**config.mk**
```make
export PLATFORM = sky130hd
export DESIGN_NAME = clk_control_unit
export DESIGN_NICKNAME = d
export VERILOG_FILES = /design/src/rtl/clk_control_unit.sv
export SDC_FILE = /design/constraint.sdc
export NUM_CORES = 1
export LEC_CHECK = 0
export ABC_CLOCK_PERIOD_IN_PS = 3350
export CAP_MARGIN = 20
export CORE_MARGIN = 2
export CORE_UTILIZATION = 30
export CTS_CLUSTER_SIZE = 20
export DETAILED_ROUTE_END_ITERATION = 7
export HOLD_SLACK_MARGIN = 0.08
export SETUP_SLACK_MARGIN = 0.2
export SLEW_MARGIN = 40
export SYNTH_ARGS = -nofsm -noshare
export SYNTH_HDL_FRONTEND = slang
export SYNTH_SLANG_ARGS = --single-unit
```
**constraint.sdc**
```tcl
create_clock -name clk -period 3.35 [get_ports clk]
set_input_delay 0.67 -clock clk [delete_from_list [all_inputs] [get_ports clk]]
set_output_delay 0.67 -clock clk [all_outputs]
set_load 0.01 [all_outputs]
```
**src/rtl/clk_control_unit.sv**
```systemverilog
// Command-driven control stage for ClkDivider: decodes host command words, drives the divider inputs, returns one response per command.
// Optional burst watchdog enabled by defining CLK_CTRL_TIMEOUT_EN.
module clk_control_unit #(
    parameter int COUNTER_BITS       = 32,
    parameter int PULSE_CONTROL_BITS = 32,
    parameter int TIMEOUT_CYCLES     = 65536
) (
    input  logic                          clk,
    input  logic                          reset,
    input  logic                          cmd_valid,
    output logic                          cmd_ready,
    input  logic [31:0]                   cmd_data,
    output logic                          rsp_valid,
    input  logic                          rsp_ready,
    output logic [31:0]                   rsp_data,
    input  logic                          clk_o_mon,
    output logic [COUNTER_BITS-1:0]       divider,
    output logic [PULSE_CONTROL_BITS-1:0] pulse,
    output logic                          option,
    output logic                          out_enable,
    output logic                          write_pulse
);

    localparam logic [2:0] IDLE   = 3'd0;
    localparam logic [2:0] ARG    = 3'd1;
    localparam logic [2:0] STROBE = 3'd2;
    localparam logic [2:0] WAIT   = 3'd3;
    localparam logic [2:0] RESP   = 3'd4;

    localparam logic [7:0] OP_SET_DIV = 8'h01;
    localparam logic [7:0] OP_RUN     = 8'h02;
    localparam logic [7:0] OP_STOP    = 8'h03;
    localparam logic [7:0] OP_PULSE   = 8'h04;
    localparam logic [7:0] OP_STATUS  = 8'h05;

    localparam logic [PULSE_CONTROL_BITS-1:0] COUNT_ONE = 1;

    logic [2:0]                    state;
    logic [7:0]                    op;
    logic [PULSE_CONTROL_BITS-1:0] edge_count;
    logic                          clk_prev;
    logic                          accept;
    logic [7:0]                    cmd_op;
    logic [COUNTER_BITS-1:0]       div_arg;
    logic [PULSE_CONTROL_BITS-1:0] n_arg;
    logic [31:0]                   n_word;
    logic                          edge_seen;
    logic                          last_edge;
    logic                          wd_expired;

    function automatic logic [31:0] ack_word(input logic [7:0] code);
        return {8'hAC, 16'h0000, code};
    endfunction

    function automatic logic [31:0] err_word(input logic [7:0] code);
        return {16'hEEEE, 8'h00, code};
    endfunction

    // Width adaptation between the 32-bit host words and the divider register widths.
    generate
        if (COUNTER_BITS <= 32) begin : g_div_trunc
            assign div_arg = cmd_data[COUNTER_BITS-1:0];
        end else begin : g_div_ext
            assign div_arg = {{(COUNTER_BITS-32){1'b0}}, cmd_data};
        end
        if (PULSE_CONTROL_BITS <= 32) begin : g_n_trunc
            assign n_arg = cmd_data[PULSE_CONTROL_BITS-1:0];
        end else begin : g_n_ext
            assign n_arg = {{(PULSE_CONTROL_BITS-32){1'b0}}, cmd_data};
        end
        if (PULSE_CONTROL_BITS < 32) begin : g_w_ext
            assign n_word = {{(32-PULSE_CONTROL_BITS){1'b0}}, pulse};
        end else begin : g_w_trunc
            assign n_word = pulse[31:0];
        end
    endgenerate

    // Handshake: a word transfers on an edge where cmd_valid && cmd_ready; a
    // response transfers on an edge where rsp_valid && rsp_ready. Both ready and
    // valid are pure decodes of the state register.
    assign cmd_ready   = (state == IDLE) || (state == ARG);
    assign rsp_valid   = (state == RESP);
    assign write_pulse = (state == STROBE);
    assign accept      = cmd_valid && cmd_ready;
    assign cmd_op      = cmd_data[7:0];
    assign edge_seen   = clk_o_mon && !clk_prev;
    assign last_edge   = edge_seen && ((edge_count + COUNT_ONE) == pulse);

`ifdef CLK_CTRL_TIMEOUT_EN
    localparam int WD_BITS = $clog2(TIMEOUT_CYCLES + 1);
    localparam logic [WD_BITS-1:0] WD_LAST = WD_BITS'(TIMEOUT_CYCLES - 1);
    logic [WD_BITS-1:0] wd_count;

    always_ff @(posedge clk) begin
        if (reset || state != WAIT) begin
            wd_count <= '0;
        end else if (!wd_expired) begin
            wd_count <= wd_count + 1'b1;
        end
    end

    assign wd_expired = (state == WAIT) && (wd_count == WD_LAST);
`else
    assign wd_expired = 1'b0;
`endif

    always_ff @(posedge clk) begin
        if (reset) begin
            state      <= IDLE;
            op         <= 8'h00;
            edge_count <= '0;
            clk_prev   <= 1'b0;
            rsp_data   <= 32'h0;
            divider    <= '0;
            pulse      <= '0;
            option     <= 1'b1;
            out_enable <= 1'b1;
        end else begin
            clk_prev <= clk_o_mon;
            case (state)
                IDLE: begin
                    if (accept) begin
                        op <= cmd_op;
                        case (cmd_op)
                            OP_SET_DIV, OP_PULSE: state <= ARG;
                            OP_RUN: begin
                                option     <= 1'b1;
                                out_enable <= 1'b1;
                                rsp_data   <= ack_word(cmd_op);
                                state      <= RESP;
                            end
                            OP_STOP: begin
                                out_enable <= 1'b0;
                                rsp_data   <= ack_word(cmd_op);
                                state      <= RESP;
                            end
                            OP_STATUS: begin
                                rsp_data <= {16'h0000, 8'h05, 6'b0, option, out_enable};
                                state    <= RESP;
                            end
                            default: begin
                                rsp_data <= err_word(cmd_op);
                                state    <= RESP;
                            end
                        endcase
                    end
                end
                ARG: begin
                    if (accept) begin
                        if (op == OP_SET_DIV) begin
                            divider  <= div_arg;
                            rsp_data <= ack_word(op);
                            state    <= RESP;
                        end else if (n_arg == '0) begin
                            rsp_data <= 32'h0;
                            state    <= RESP;
                        end else begin
                            pulse      <= n_arg;
                            option     <= 1'b0;
                            out_enable <= 1'b1;
                            state      <= STROBE;
                        end
                    end
                end
                STROBE: begin
                    edge_count <= '0;
                    state      <= WAIT;
                end
                WAIT: begin
                    // A completing edge takes priority over a simultaneous watchdog expiry.
                    if (last_edge) begin
                        rsp_data <= n_word;
                        state    <= RESP;
                    end else if (wd_expired) begin
                        out_enable <= 1'b0;
                        rsp_data   <= err_word(OP_PULSE);
                        state      <= RESP;
                    end else if (edge_seen) begin
                        edge_count <= edge_count + COUNT_ONE;
                    end
                end
                RESP: begin
                    if (rsp_ready) state <= IDLE;
                end
                default: state <= IDLE;
            endcase
        end
    end

endmodule

```
metal_density.png
Scale: 2 px per µm. The die is cut into 32 by 32 equal tiles; dark blue is low, red is high, scaled to the fullest tile. Values are wire area over tile area, all layers added.
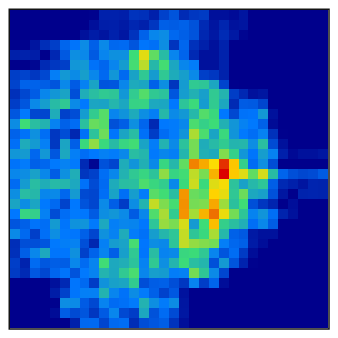
densest ninth of the die: centre
emptiest ninth of the die: north-east
mean over tiles: 0.17
tiles over half the peak: 7.8%
fullest tile: 0.80
nearly empty tiles: 27%
routed vias: 7,642
wire per inst: 18.4 µm

placement.png
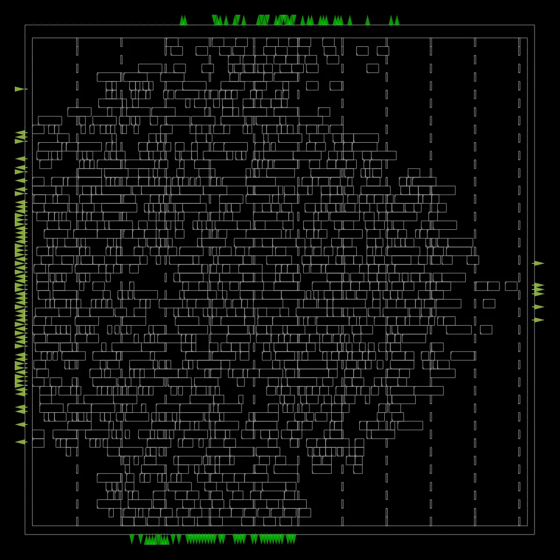
registers: 142
fill count: 2,341
final non-filler cell total: 1,443

==> run summary <==
GR Util All Layers = 20.0%
# diodes = 0
# port buffers = 137
Area-dominant class = multi-input combinational cells
# DRC = 0
Final Setup Violations = 0
post-cts sizing count = 16
logic share of the area = 40.2%
Tapcells = 319
WS Path Type = register to register
number of nets still failing antenna checks after routing = 0
CTS sink cnt = 142
Core Util at FP = 30.6%
design area = 0.0106 mm²
worst setup margin = 0.197 ns
Logic family by area = simple AND/OR/NAND/NOR gates
vias in the first global route = 7,166
Die Span Y = 159 µm
Synth top cells by count = nand2_1, dfxtp_1, a21oi_1
crit share post-route = 94.1%
Clock Pin Slew Worst Setup and Hold Paths = 0.06 ns
Placed Area = 0.00954 mm²
CTS root buf = clkbuf_16
Crit Path Max Fanout = 6
Least-Margin Pin Slew = 0.615 ns
CP top delay family = simple AND/OR/NAND/NOR gates
wire length on met2 = 12,200 µm
syn_area_per_cell = 7.92 µm²
Leak Pwr = 0.00384 µW
Main synth FF type = dfxtp_1
final tally of hold violations = 0
global route total overflow = 0
Synth Seq Share = 39.4%
mi-comb count = 681
final core utilization = 44.9%
worst hold path class = register to register
largest net degree at the start of global routing = 45
hold_buf cts = 0
RD Place Congestion = 0.955
Adder Area Share = 0.173%
Die ar. = 0.0253 mm²
Post-synth EDFFs = 0
TritonCTS clock tree = built
clock network fraction of total power = 48.8%
Net Sw Frac = 24.8%
core area = 0.0235 mm²
Total Power = 3990 µW
GRT met2 Usage = 31.3%
Max Used Layer = met4
crit path time final = 3.15 ns
first-pass GRT wire length = 40,200 µm
Ys Warns = 0
antenna violations before repair = 0
WP data arrival = 3.47 ns
f_max = 0.317 GHz
crit path DRT = 3.67 ns
# clk buffers = 19
most frequent cells in the layout = nand2_1, clkdlybuf4s50_1, dfxtp_1
maximum vdd drop = 0.000315 V
Layout Skew = 0.00943 ns
cts bufs inserted = 17
xor+xnor area frac = 5.83%
non-clock buffer total of the final layout = 248
crit path cell chain = ha_4, and4_4, nand2_2, or4_4, a2111oi_4, o2111ai_2, nor4_4, buf_4, nor3_4, buf_6, clkbuf_16, a221o_1
Worst setup SP type = register
logic area = 0.00426 mm²
area leader, netlist = dfxtp_1
Inverters = 21
Synth Net Count = 949
Total Wirelength = 26,500 µm
clk latency late pin = 0.43 ns
I/O pins = 138
1st-pass router iterations = 6
nets = 1,149
ao+oa area frac = 21.1%
sequential share of power = 43.7%
H-Tree Depth = 4
top-count cell post-synth = nand2_1
gr busiest metal = met2
Cells after Synth = 911
Multiplexer share = 1.13%
Synth Cell Area = 0.00721 mm²
Pwr per Cell Area = 377 mW/mm²
setup bufs post-CTS = 2
Sw Pwr = 988 µW
CP max stage delay = 0.51 ns
Internal Power = 3000 µW
clock buffer depth = 2
top cells by area, synth = dfxtp_1, nand2_1, a21oi_1
CP Capture Type = register
Fin Hold WS = 0.452 ns
Fin Setup TNS = 0 ns
FF+latch count, synth = 142
initial DRC count = 702
Slew Viols, Final = 0
Worst path slowest cell = or4_4
Core Rows = 56
Synth cell types = 67
Syn-to-layout area delta = 46.7%
Yosys top cell area share = 39.4%
clk cell area share = 5.64%
area figure in the yosys stat output = 0.00721 mm²
DP Cell Count = 1,396
Logic pwr share = 7.5%
non-clk buf share = 22.5%
outcome = complete, no violations
Log Warnings = 28
# Max-Cap Violations = 0
worst path bufs/invs = 3
met3 WL = 1880 µm
Global Route met1 Usage = 26.2%
Die X = 159 µm
post-synthesis simple-gate area fraction = 27.3%
DP HPWL = 19,100 µm
Via density = 5.30
most numerous logic cell after layout = nand2_1
Async S/R FF share, synth = 0%
Placement Setup Slack = -0.0661 ns
metal1 wirelength = 11,800 µm
grt met3 use = 6.02%
RSZ-0062 raised after global routing = true
layout cell share with drive strength beyond 1 = 18.7%
Max-slew headroom = 58.7%
flops_by_reg.png
Scale: 4 px per µm.
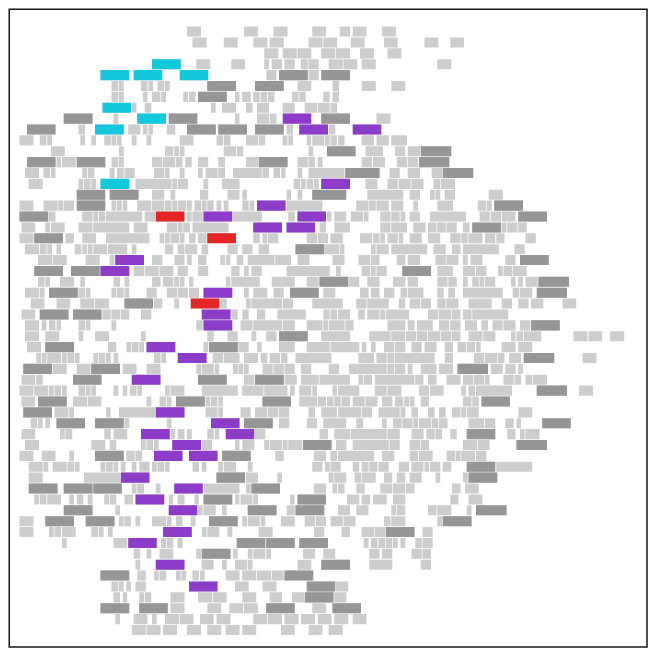
| colour | netlist name | flops |
|---|---|---|
| red | `state` | 3 |
| purple | `pulse` | 32 |
| cyan | `op` | 8 |
not coloured: 99
Seq group: 1740 µW
fraction of area in registers: 27.1%
register area: 0.00286 mm²

## power by group through the flow
stage / registers, µW / logic (µW) / clock network (µW)
6_report: 1740 / 300 / 1950
3_3_place_gp: 1780 / 290 / 0
5_1_grt: 1750 / 325 / 2060
2_1_floorplan: 1790 / 117 / 0
4_1_cts: 1740 / 293 / 1970
3_5_place_dp: 1780 / 292 / 0
## final timing paths
| path | from | end | slack, ns | cells past startpoint |
|---|---|---|---|---|
| max | edge_count[1] | edge_count[9] | 0.20 | 12 |
| min | divider[16] | divider[16] | 0.45 | 2 |
| max reg2reg | edge_count[1] | edge_count[9] | 0.20 | 12 |
| min reg2reg | divider[16] | divider[16] | 0.45 | 2 |
## registers in the layout, indices dropped and copies added, names as in the netlist
register	cells
rsp_data	32
edge_count	32
pulse	32
clk_prev	1
op	8
state	3
divider	32
out_enable	1
option	1
Power figures rest on the tool's default switching activity, not on a simulated workload.
